Figure 1. Power grid (run 1).
Drawn at 2 px/um. Pins as bars on the die edge.
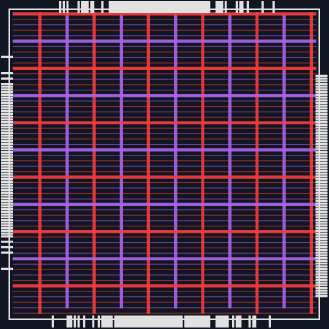
Figure 2. The clock network (run 1).
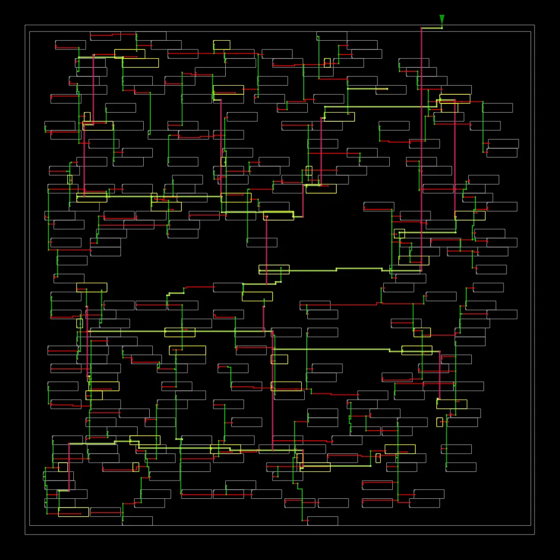
Figure 3. Placement density heat map (run 1).
Drawn at 2 px/um. 15 x 15 tiles, from black (low) to pale yellow (high), 0 to 100% covered.
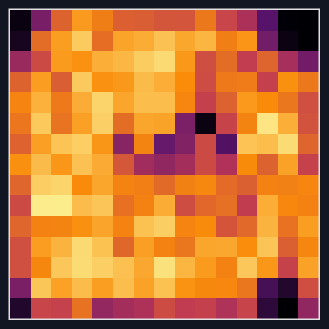
--- config.mk ---
export PLATFORM = sky130hd
export DESIGN_NAME = des_wb_regs
export DESIGN_NICKNAME = d
export VERILOG_FILES = /design/src/rtl/des_wb_regs.sv
export SDC_FILE = /design/constraint.sdc
export NUM_CORES = 1
export LEC_CHECK = 0
export ABC_AREA = 1
export CAP_MARGIN = 10
export CORE_UTILIZATION = 49
export CTS_CLUSTER_DIAMETER = 100
export DETAILED_ROUTE_END_ITERATION = 12
export MAX_ROUTING_LAYER = met4
export PLACE_DENSITY = 0.81
export SYNTH_ARGS = -nofsm -noshare
export SYNTH_HDL_FRONTEND = slang
export SYNTH_SLANG_ARGS = --single-unit
--- constraint.sdc ---
create_clock -name clk -period 1.85 [get_ports clk]
set_clock_uncertainty 0.05 [all_clocks]
set_input_delay 0.37 -clock clk [delete_from_list [all_inputs] [get_ports clk]]
set_output_delay 0.37 -clock clk [all_outputs]
set_load 0.03 [all_outputs]
--- src/rtl/des_wb_regs.sv ---
// Wishbone register front end for the DES core: key/data/control registers, start/done launch FSM, result capture.
// Optional completion interrupt is compiled in when DES_WB_IRQ_EN is defined; otherwise o_irq is tied low.

module des_wb_regs #(
   parameter logic [31:0] BASE_ADDR = 32'h3000_0000
) (
   input  logic        clk,
   input  logic        reset_n,
   input  logic        i_wb_cyc,
   input  logic        i_wb_stb,
   input  logic        i_wb_we,
   input  logic [3:0]  i_wb_sel,
   input  logic [31:0] i_wb_addr,
   input  logic [31:0] i_wb_data,
   output logic        o_wb_ack,
   output logic [31:0] o_wb_data,
   output logic [63:0] o_des_key,
   output logic [63:0] o_des_data,
   output logic        o_des_decrypt,
   output logic        o_des_start,
   input  logic        i_des_done,
   input  logic [63:0] i_des_result,
   output logic        o_irq,
   output logic [1:0]  dbg_state
);

   localparam logic [7:0] OFF_CTRL    = 8'h00;
   localparam logic [7:0] OFF_STATUS  = 8'h04;
   localparam logic [7:0] OFF_KEY_LO  = 8'h08;
   localparam logic [7:0] OFF_KEY_HI  = 8'h0C;
   localparam logic [7:0] OFF_DIN_LO  = 8'h10;
   localparam logic [7:0] OFF_DIN_HI  = 8'h14;
   localparam logic [7:0] OFF_DOUT_LO = 8'h18;
   localparam logic [7:0] OFF_DOUT_HI = 8'h1C;

   typedef enum logic [1:0] {
      ST_IDLE  = 2'd0,
      ST_START = 2'd1,
      ST_WAIT  = 2'd2
   } state_t;

   state_t      state;
   logic [31:0] key_lo, key_hi, din_lo, din_hi, dout_lo, dout_hi;
   logic        decrypt;
   logic        done;
   logic        irq_en;
   logic        irq_pend;

   logic        hit, wr, rd, busy;
   logic [7:0]  offset;
   logic        start_req, done_evt, done_w1c, irq_w1c;
   logic [31:0] rdata;

   // Handshake: a request is accepted (hit) when cyc&stb are high inside the window and no ack is
   // outstanding; ack is registered one cycle later and forced low the following cycle, so a held
   // strobe is acknowledged every other cycle. Out-of-window requests are never acknowledged.
   assign hit    = i_wb_cyc & i_wb_stb & (i_wb_addr[31:8] == BASE_ADDR[31:8]) & ~o_wb_ack;
   assign wr     = hit & i_wb_we;
   assign rd     = hit & ~i_wb_we;
   assign offset = i_wb_addr[7:0];
   assign busy   = (state != ST_IDLE);

   assign start_req = wr & (offset == OFF_CTRL) & i_wb_sel[0] & i_wb_data[0] & ~busy;
   assign done_evt  = (state == ST_WAIT) & i_des_done;
   assign done_w1c  = wr & (offset == OFF_STATUS) & i_wb_sel[0] & i_wb_data[1];
   assign irq_w1c   = wr & (offset == OFF_STATUS) & i_wb_sel[0] & i_wb_data[2];

   assign o_des_key     = {key_hi, key_lo};
   assign o_des_data    = {din_hi, din_lo};
   assign o_des_decrypt = decrypt;
   assign dbg_state     = state;

   function automatic logic [31:0] merge_bytes(input logic [31:0] old_val,
                                               input logic [31:0] new_val,
                                               input logic [3:0]  sel);
      logic [31:0] res;
      res = old_val;
      for (int i = 0; i < 4; i++) begin
         if (sel[i]) res[8*i +: 8] = new_val[8*i +: 8];
      end
      return res;
   endfunction

   always_comb begin
      rdata = '0;
      case (offset)
         OFF_CTRL:    rdata = {29'd0, irq_en, decrypt, 1'b0};
         OFF_STATUS:  rdata = {29'd0, irq_pend, done, busy};
         OFF_KEY_LO:  rdata = key_lo;
         OFF_KEY_HI:  rdata = key_hi;
         OFF_DIN_LO:  rdata = din_lo;
         OFF_DIN_HI:  rdata = din_hi;
         OFF_DOUT_LO: rdata = dout_lo;
         OFF_DOUT_HI: rdata = dout_hi;
         default:     rdata = '0;
      endcase
   end

   always_ff @(posedge clk or negedge reset_n) begin
      if (!reset_n) begin
         o_wb_ack  <= 1'b0;
         o_wb_data <= '0;
      end else begin
         o_wb_ack  <= hit;
         o_wb_data <= rd ? rdata : '0;
      end
   end

   // Operand and control registers are frozen while an operation is in flight.
   always_ff @(posedge clk or negedge reset_n) begin
      if (!reset_n) begin
         key_lo  <= '0;
         key_hi  <= '0;
         din_lo  <= '0;
         din_hi  <= '0;
         decrypt <= 1'b0;
      end else if (wr && !busy) begin
         case (offset)
            OFF_KEY_LO: key_lo <= merge_bytes(key_lo, i_wb_data, i_wb_sel);
            OFF_KEY_HI: key_hi <= merge_bytes(key_hi, i_wb_data, i_wb_sel);
            OFF_DIN_LO: din_lo <= merge_bytes(din_lo, i_wb_data, i_wb_sel);
            OFF_DIN_HI: din_hi <= merge_bytes(din_hi, i_wb_data, i_wb_sel);
            OFF_CTRL:   if (i_wb_sel[0]) decrypt <= i_wb_data[1];
            default:    ;
         endcase
      end
   end

   always_ff @(posedge clk or negedge reset_n) begin
      if (!reset_n) begin
         state       <= ST_IDLE;
         o_des_start <= 1'b0;
         dout_lo     <= '0;
         dout_hi     <= '0;
      end else begin
         case (state)
            ST_IDLE: begin
               o_des_start <= 1'b0;
               if (start_req) begin
                  state       <= ST_START;
                  o_des_start <= 1'b1;
               end
            end
            ST_START: begin
               o_des_start <= 1'b0;
               state       <= ST_WAIT;
            end
            ST_WAIT: begin
               o_des_start <= 1'b0;
               if (i_des_done) begin
                  dout_lo <= i_des_result[31:0];
                  dout_hi <= i_des_result[63:32];
                  state   <= ST_IDLE;
               end
            end
            default: begin
               o_des_start <= 1'b0;
               state       <= ST_IDLE;
            end
         endcase
      end
   end

   // A completion in the same cycle as a W1C keeps the flag set so the event is never lost.
   always_ff @(posedge clk or negedge reset_n) begin
      if (!reset_n) begin
         done <= 1'b0;
      end else if (done_evt) begin
         done <= 1'b1;
      end else if (start_req || done_w1c) begin
         done <= 1'b0;
      end
   end

`ifdef DES_WB_IRQ_EN
   always_ff @(posedge clk or negedge reset_n) begin
      if (!reset_n) begin
         irq_en   <= 1'b0;
         irq_pend <= 1'b0;
      end else begin
         if (wr && !busy && (offset == OFF_CTRL) && i_wb_sel[0]) irq_en <= i_wb_data[2];
         if (done_evt && irq_en) irq_pend <= 1'b1;
         else if (irq_w1c)       irq_pend <= 1'b0;
      end
   end
   assign o_irq = irq_pend;
`else
   assign irq_en   = 1'b0;
   assign irq_pend = 1'b0;
   assign o_irq    = 1'b0;
`endif

endmodule

==> design notes, run 1 <==
The flow ran to the end, and the final reports show no timing, DRC or antenna violations. The data arrival at the endpoint of the critical path was 2.17 ns; the count of warnings emitted by yosys was 0. The clock net in this run drives a total of 230 sinks.

The tree is rooted in a sky130_fd_sc_hd__clkbuf_16. In this run, synthesis produced a sequential element count of 230. The DRC marker count from the first detailed-route iteration came out at 926. Summed over all instances, the cell type with the most area after synthesis is sky130_fd_sc_hd__dfrtp_1. Clock latency on the worst-skew pair, taken at its later pin, is 0.52 ns. The run gives 42.8% for the growth of design area from synthesis to finish. The detailed router used layers up to and including met4.

Post-placement worst setup slack: -0.572 ns. At the worst endpoint, the required time is 2.20 ns. Input and output buffers added on the ports amount to 302. The area fraction of the dominant cell type after synthesis was 50.6%; the DRC violation count after routing was 0.

The maximum fanout along the worst path is 16, and the first-pass iteration count of the detailed router is 7. The number of H-tree levels is 1, and the overflow left after global routing is 0. The tools report the weighted congestion reported at the end of routability-driven placement as 0.906. The number of nets in the finished design is 1786. Most common logic cell in the routed design: sky130_fd_sc_hd__nand2_1.

The fraction of layout cells with a size suffix above 1 works out to 14.2%. The cell area that synthesis handed to floorplanning was 0.0114 sq mm. Per the post-synthesis report, the number of cells in the design is 1307. The share of the cycle needed by the critical path after routing came out at 98.7%.

For reference, compound AND-OR and OR-AND cells occupy 13.5% of the area reported after synthesis. According to the floorplan report, the total die area is 0.0238 sq mm. Counting instances in the post-synthesis netlist gives the leading cell types as sky130_fd_sc_hd__nand2_1 (279), sky130_fd_sc_hd__dfrtp_1 (230), sky130_fd_sc_hd__inv_1 (181).

Sorting the synthesized cells by area gives the leading types as sky130_fd_sc_hd__dfrtp_1 (51%), sky130_fd_sc_hd__nand2_1 (9.2%), sky130_fd_sc_hd__o21bai_1 (8.5%), sky130_fd_sc_hd__mux2_2 (6.3%), sky130_fd_sc_hd__inv_1 (6.0%). Global-route wire length before repair: 56.8 mm. The remaining number of nets flagged by the antenna check after routing is 0.

The count of flip-flops with a built-in enable after synthesis works out to 0. The worst setup path is captured at a register. Per the Yosys statistics, synthesis produced 1307 cells. In this run the critical path is formed by clkdlybuf4s50_1 -> nor2_1 -> nand2_1 -> nor2_2 -> nand2_2 -> nor2_4 -> buf_6 -> nand4_1 -> buf_6 -> clkbuf_16 -> o21bai_1 -> nand2_1. The final report lists the setup-violating endpoint count as 0.

According to the hold report, the worst path is of the input pin to asynchronous set/reset pin type. The tightest hold path in the finished design has a slack of 0.320 ns. The top logic cell family in the synthesized netlist was simple AND/OR/NAND/NOR gates.

The total length of routed met2 wires was 17.3 mm; the average vias per placed instance was 5.43. Per the summary, power density relative to cell area is 725 mW/mm^2. In the post-route report, total wirelength is listed as 37.6 mm.

Setup repair after global routing could not meet its margin everywhere. In the per-layer summary, the met1 wirelength comes to 15.2 mm. Cell with the biggest individual delay on the critical path: sky130_fd_sc_hd__clkdlybuf4s50_1. The run gives 0 for the number of slew-limit violations in the final report.
## Picture notes: Figure 1
net	color
VSS	red
VDD	purple
signal pins	304
met1 rails	56
met4 straps	11
rows	55
height of the die: 154 um
die width: 154 um
standard cell core area: 0.0227 sq mm

## Picture notes: Figure 2
clock-net power: 0.00502 W
Inserted Clock Buffers: 25
sequential cells: 230

## Picture notes: Figure 3
mean over tiles	67%
tiles over 75% full	42%
emptiest ninth of the die	top right
fullest tile	96%
nearly empty tiles	1.8%
fp util: 50.0%
utilization after layout: 71.5%

[run 1: worst paths after layout]
| path | endpoint | startpoint | slack, ns | cells after the start |
|---|---|---|---|---|
| worst max-delay path | din_lo[21]$_DFFE_PN0P_ | i_wb_addr[15] | 0.02 | 12 |
| worst min-delay path | key_lo[22]$_DFFE_PN0P_ | reset_n | 0.32 | 2 |
| worst max register to register | din_lo[21]$_DFFE_PN0P_ | o_wb_ack$_DFF_PN0_ | 0.05 | 9 |
| worst min register to register | dout_lo[28]$_DFFE_PN0P_ | dout_lo[28]$_DFFE_PN0P_ | 0.46 | 1 |
| max in group asynchronous | key_lo[19]$_DFFE_PN0P_ | reset_n | 0.77 | 3 |
| min in group clk | o_wb_ack$_DFF_PN0_ | i_wb_addr[22] | 0.40 | 7 |
[run 1: metrics by stage]
| step | total power (W) | area, sq um | cells |
|---|---|---|---|
| 2_1_floorplan | 0.00618 | 11400 | 1307 |
| 3_3_place_gp | 0.00676 | 15300 | 1889 |
| 3_5_place_dp | 0.00683 | 15300 | 1889 |
| 4_1_cts | 0.0118 | 16000 | 1941 |
| 5_1_grt | 0.0122 | 16200 | 1954 |
| 6_report | 0.0118 | 16200 | 1954 |
[run 1: repair_timing]
action | CTS | global route
hold endpoints to repair | 46 | 0
endpoints found under the setup margin | 204 | 160
cloned | 0 | 5
resized | 166 | 34
hold buffers | 1 | 0
buffers inserted | 6 | 5
pin swaps | 3 | 26
[run 1: power by group]
part	switching, W	internal, W	leakage [nW]
Sequential	0.000220	0.00546	2.39
Clock	0.00206	0.00295	0.411
Combinational	0.000426	0.000650	4.51
[run 1: layout make-up]
type,instances,area [sq um]
diodes,3,7.51
clock buffers,33,706
clock inverters,12,116
fillers,1738,6480
inverters,186,706
multi-input cells,809,4530
flip-flops and latches,230,5760
well taps,285,357
repair buffers,396,4050
Figure 4. Clock network drawn from the DEF (run 1).
Drawn at 2 px/um.
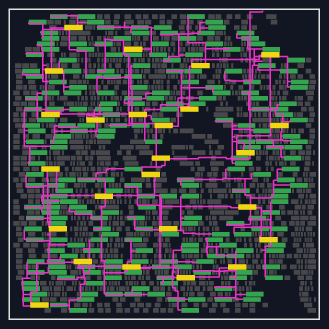

--- run 2 (diff from run 1) ---
SKIP_CTS_REPAIR_TIMING = 1   (was unset)
Figure 5. Clock network drawn from the DEF (run 2).
Drawn at 2 px/um.
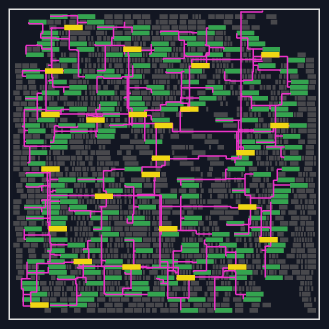
[clock wires] magenta | length: 2830 um
[flip-flops] green | count: 230
[clock drivers] yellow | count: 25
flops lie	spread over the die

==> run 2 against run 1 <==
  * The flow now finishes with violations (setup timing)
  * Routed wire length is 3.6% higher
  * First-iteration DRC count fell by 8.1%
  * Global-route usage decreased by 0.22 points
  * Non-clock buffer count decreased by 7
  * Clock power hardly changed
  * Synthesized area is the same
  * Combinational power hardly changed
  * Via count grew 1.8%
  * Core utilization up 3.0 points
  * Largest cell class unchanged
  * Largest power group unchanged
==> design notes, run 2 <==
The run gives 48.8% for the growth of design area from synthesis to finish. The final standard cell count with taps included and fillers excluded is 1947, and the maximum fanout along the worst path is 7. The cell depth of the worst hold path was 6.

The checks that failed: setup timing. The main area contributors are sky130_fd_sc_hd__dfrtp_1 (51%), sky130_fd_sc_hd__nand2_1 (9.2%), sky130_fd_sc_hd__o21bai_1 (8.5%), sky130_fd_sc_hd__mux2_2 (6.3%), sky130_fd_sc_hd__inv_1 (6.0%). Once detail routing completed, the nets flagged for antenna violations numbered 0.

The run gives 1889 for the count of placed standard cells including taps. The synthesized netlist occupies a cell area of 0.0114 sq mm. The flow ran to the end, but the final reports show violations. Yosys stat counts 1307 cells in the synthesized netlist. The critical path goes through clkdlybuf4s50_1 -> inv_2 -> nand2_1 -> nor2_2 -> nand3_2 -> nor2_4 -> buf_6 -> nand4_4 -> buf_12 -> o21bai_1 -> nand2_1. The overflow left after global routing is 0. The overall die area was 0.0238 sq mm. The run gives -0.0181 ns as the post-layout worst setup margin.

Setup violations remaining at the end of the flow were counted as 5. Per the layout area report, the combinational gate area comes to 0.00457 sq mm. The post-route netlist has 14.0% of its cells at a drive strength greater than 1. Counting flops with a built-in enable in the synthesized netlist gives 0. The clock net sink count was 230.
==> run 2: cell counts after synthesis <==
No cell type changed its count.
==> run 2: layout make-up <==
type,instances,area share [%]
timing repair buffer,389,27.8
antenna,3,0.0444
clock inverter,12,0.688
clock buffer,33,4.17
multi-input combinational,809,27.0
sequential,230,34.0
inverter,186,4.17
tap,285,2.11
==> run 2: worst max-delay path: cells and delay by family <==
family	cells	cell delay, ns
and+or+nand+nor	6	0.81
buffers and inverters	4	0.83
AOI/OAI and AO/OA	1	0.20
==> run 2: worst max path at each step <==
stage,start,to,slack [ns],cells after the start
after floorplan,dbg_state[0]$_DFFE_PN0P_,dout_hi[13]$_DFFE_PN0P_,0.09,4
after global routing,i_wb_addr[22],din_hi[5]$_DFFE_PN0P_,-0.08,11
final,i_wb_addr[22],din_hi[2]$_DFFE_PN0P_,-0.02,11
after detailed placement,i_wb_addr[23],key_hi[31]$_DFFE_PN0P_,-0.57,11
after CTS,dbg_state[0]$_DFFE_PN0P_,dbg_state[0],-0.25,1
after global placement,i_wb_addr[23],din_hi[27]$_DFFE_PN0P_,-0.50,11
==> run 2: report_power, final <==
part / leakage, nW / internal, W / switching (W)
combinational: 5.31 / 0.000646 / 0.000430
clock: 0.411 / 0.00295 / 0.00205
sequential: 2.39 / 0.00546 / 0.000221
==> run 2: per-stage QoR <==
stage / cell area, sq um / setup WS [ns] / util, % / hold WS (ns) / TNS (ns)
3_3_place_gp: 15300 / -0.500 / 67.4 / 0.274 / -76.44
2_1_floorplan: 11400 / 0.0947 / - / 0.0244 / 0
3_5_place_dp: 15300 / -0.572 / 67.4 / 0.275 / -82.28
6_report: 16900 / -0.0181 / 74.5 / 0.246 / -0.0438
5_1_grt: 16900 / -0.0753 / 74.5 / 0.255 / -0.629
4_1_cts: 16100 / -0.247 / 71.0 / -0.264 / -24.35
Figure 6. Power grid (run 2).
Drawn at 2 px/um. Pins as bars on the die edge.
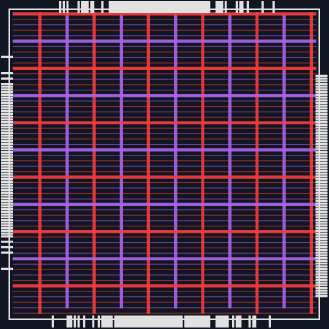

--- run 3 (diff from run 2) ---
REMOVE_ABC_BUFFERS = 1   (was unset)
Figure 7. Power grid (run 3).
Drawn at 2 px/um. Pins as bars on the die edge.
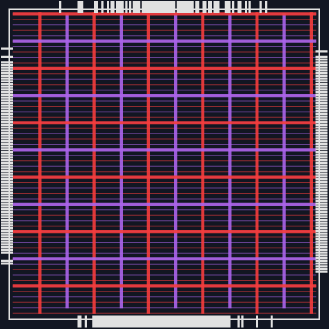
net	color
VSS	red
VDD	purple
signal pins	304
rows	55

==> run 3 against run 2 <==
  * The run now ends clean
  * Combinational power hardly changed
  * Clock-buffer cell count up 7
  * Critical endpoint is now din_hi[0]$_DFFE_PN0P_
  * Synthesized area unchanged
  * Non-clock buffer count shrank 6
  * Global-route usage fell by 1.2 points
  * Cell area is 0.32% lower
  * Synthesized cell count did not move
  * Clock power is 0.8% higher
  * Core utilization shrank 0.24 points
==> design notes, run 3 <==
The floorplan step set the die width to 154 um. The number of buffer cells added on primary ports works out to 302. The root cell of the clock tree is sky130_fd_sc_hd__clkbuf_16. The run gives 0.0227 sq mm for the area of the placeable core. Signal nets in the final route climb as high as met4. Setup total negative slack on the finished layout was measured at 0 ns. The script logs the ratio of routed vias to standard cells as 5.48. The path category of the worst min-delay check was input pin to asynchronous set/reset pin. The flow ran to the end, and the final reports show no timing, DRC or antenna violations. The area fraction of the dominant cell type after synthesis is 50.6%. The run gives 25 for the number of CTS-inserted buffers. In the synthesized netlist, the cells that appear most often are sky130_fd_sc_hd__nand2_1 (279), sky130_fd_sc_hd__dfrtp_1 (230), sky130_fd_sc_hd__inv_1 (181). The synthesized design spends more area on one cell type than any other, namely sky130_fd_sc_hd__dfrtp_1. Data arrives at the worst endpoint at 2.20 ns.

After detailed placement, the total cell area comes to 0.0153 sq mm. The final total power was 0.0118 W. The remaining number of nets flagged by the antenna check after routing came out at 0. Post-route standard cell area excluding fillers: 0.0169 sq mm. In the per-layer breakdown of the detailed-route log, met1 shows 14.3 mm.

Between the synthesized netlist and the finished layout, the area growth was recorded as 48.3%. Wire segments on met2 add up to 18.2 mm in the final route. The utilization after layout was 74.2%; the count of placed standard cells including taps was 1882.

The run gives 0 as the count of warnings emitted by yosys. The synthesized instance count is 1307. After synthesis, the largest family of logic cells by area is simple AND/OR/NAND/NOR gates.

TritonCTS reports the number of clock sinks as 230. The run gives 0.0114 sq mm as the combined area of all synthesized cells. The insertion delay of the later-clocked pin in the worst-skew pair came out at 0.52 ns.
-- run 3: where the power goes --
group	internal (W)	switching (W)	total, W
Sequential	0.00546	0.000216	0.00568
Clock	0.00307	0.00198	0.00505
Combinational	0.000653	0.000429	0.00108
Total	0.00918	0.00262	0.0118
-- run 3: worst paths after layout --
path                       depth (start not counted)                       to                startpoint  slack (ns)
setup / recovery                                   7    din_hi[0]$_DFFE_PN0P_  dbg_state[0]$_DFFE_PN0P_        0.05
hold / removal                                     2  dout_lo[13]$_DFFE_PN0P_                   reset_n        0.35
setup reg to reg                                   7    din_hi[0]$_DFFE_PN0P_  dbg_state[0]$_DFFE_PN0P_        0.05
hold reg to reg                                    1  dout_hi[25]$_DFFE_PN0P_   dout_hi[25]$_DFFE_PN0P_        0.45
max in group asynchronous                          3   key_lo[24]$_DFFE_PN0P_                   reset_n        0.80
min in group clk                                   6       o_wb_ack$_DFF_PN0_             i_wb_addr[28]        0.39
-- run 3: routing by layer --
layer  up-vias  track usage, %
met2       568            49.5
met5         -               -
met3       100            5.77
met1      5102            38.2
li1       4833               -
met4         0            10.8
-- run 3: critical path, stage by stage (launching register included) --
cell and delay [ns]:
sky130_fd_sc_hd__dfrtp_1 0.43, sky130_fd_sc_hd__nor2_2 0.42, sky130_fd_sc_hd__nand3_4 0.12, sky130_fd_sc_hd__buf_12 0.17
sky130_fd_sc_hd__nor2_8 0.19, sky130_fd_sc_hd__clkbuf_16 0.19, sky130_fd_sc_hd__nand3_1 0.07, sky130_fd_sc_hd__nand2_1 0.08
-- run 3: final cells by class --
cell class,count,area [sq um],area share [%]
sequential,230,5760,34.1
timing repair buffer,383,4700,27.9
clock buffer,40,762,4.52
inverter,186,698,4.14
tap,285,357,2.12
clock inverter,3,65.1,0.386
multi-input combinational,809,4520,26.8

## Gallery

Signal wires on met2.
Drawn at 2 px/um.
Plate I
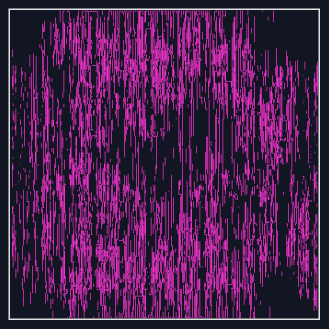
Plate II
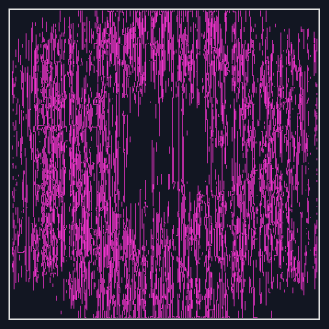
run 3: Plate II
run 1: Plate I

Key to Plate II:
wire length on this layer	18200 um
main direction	vertical
nets with wire on the layer	1492

Power is estimated from default activity; no workload was simulated.
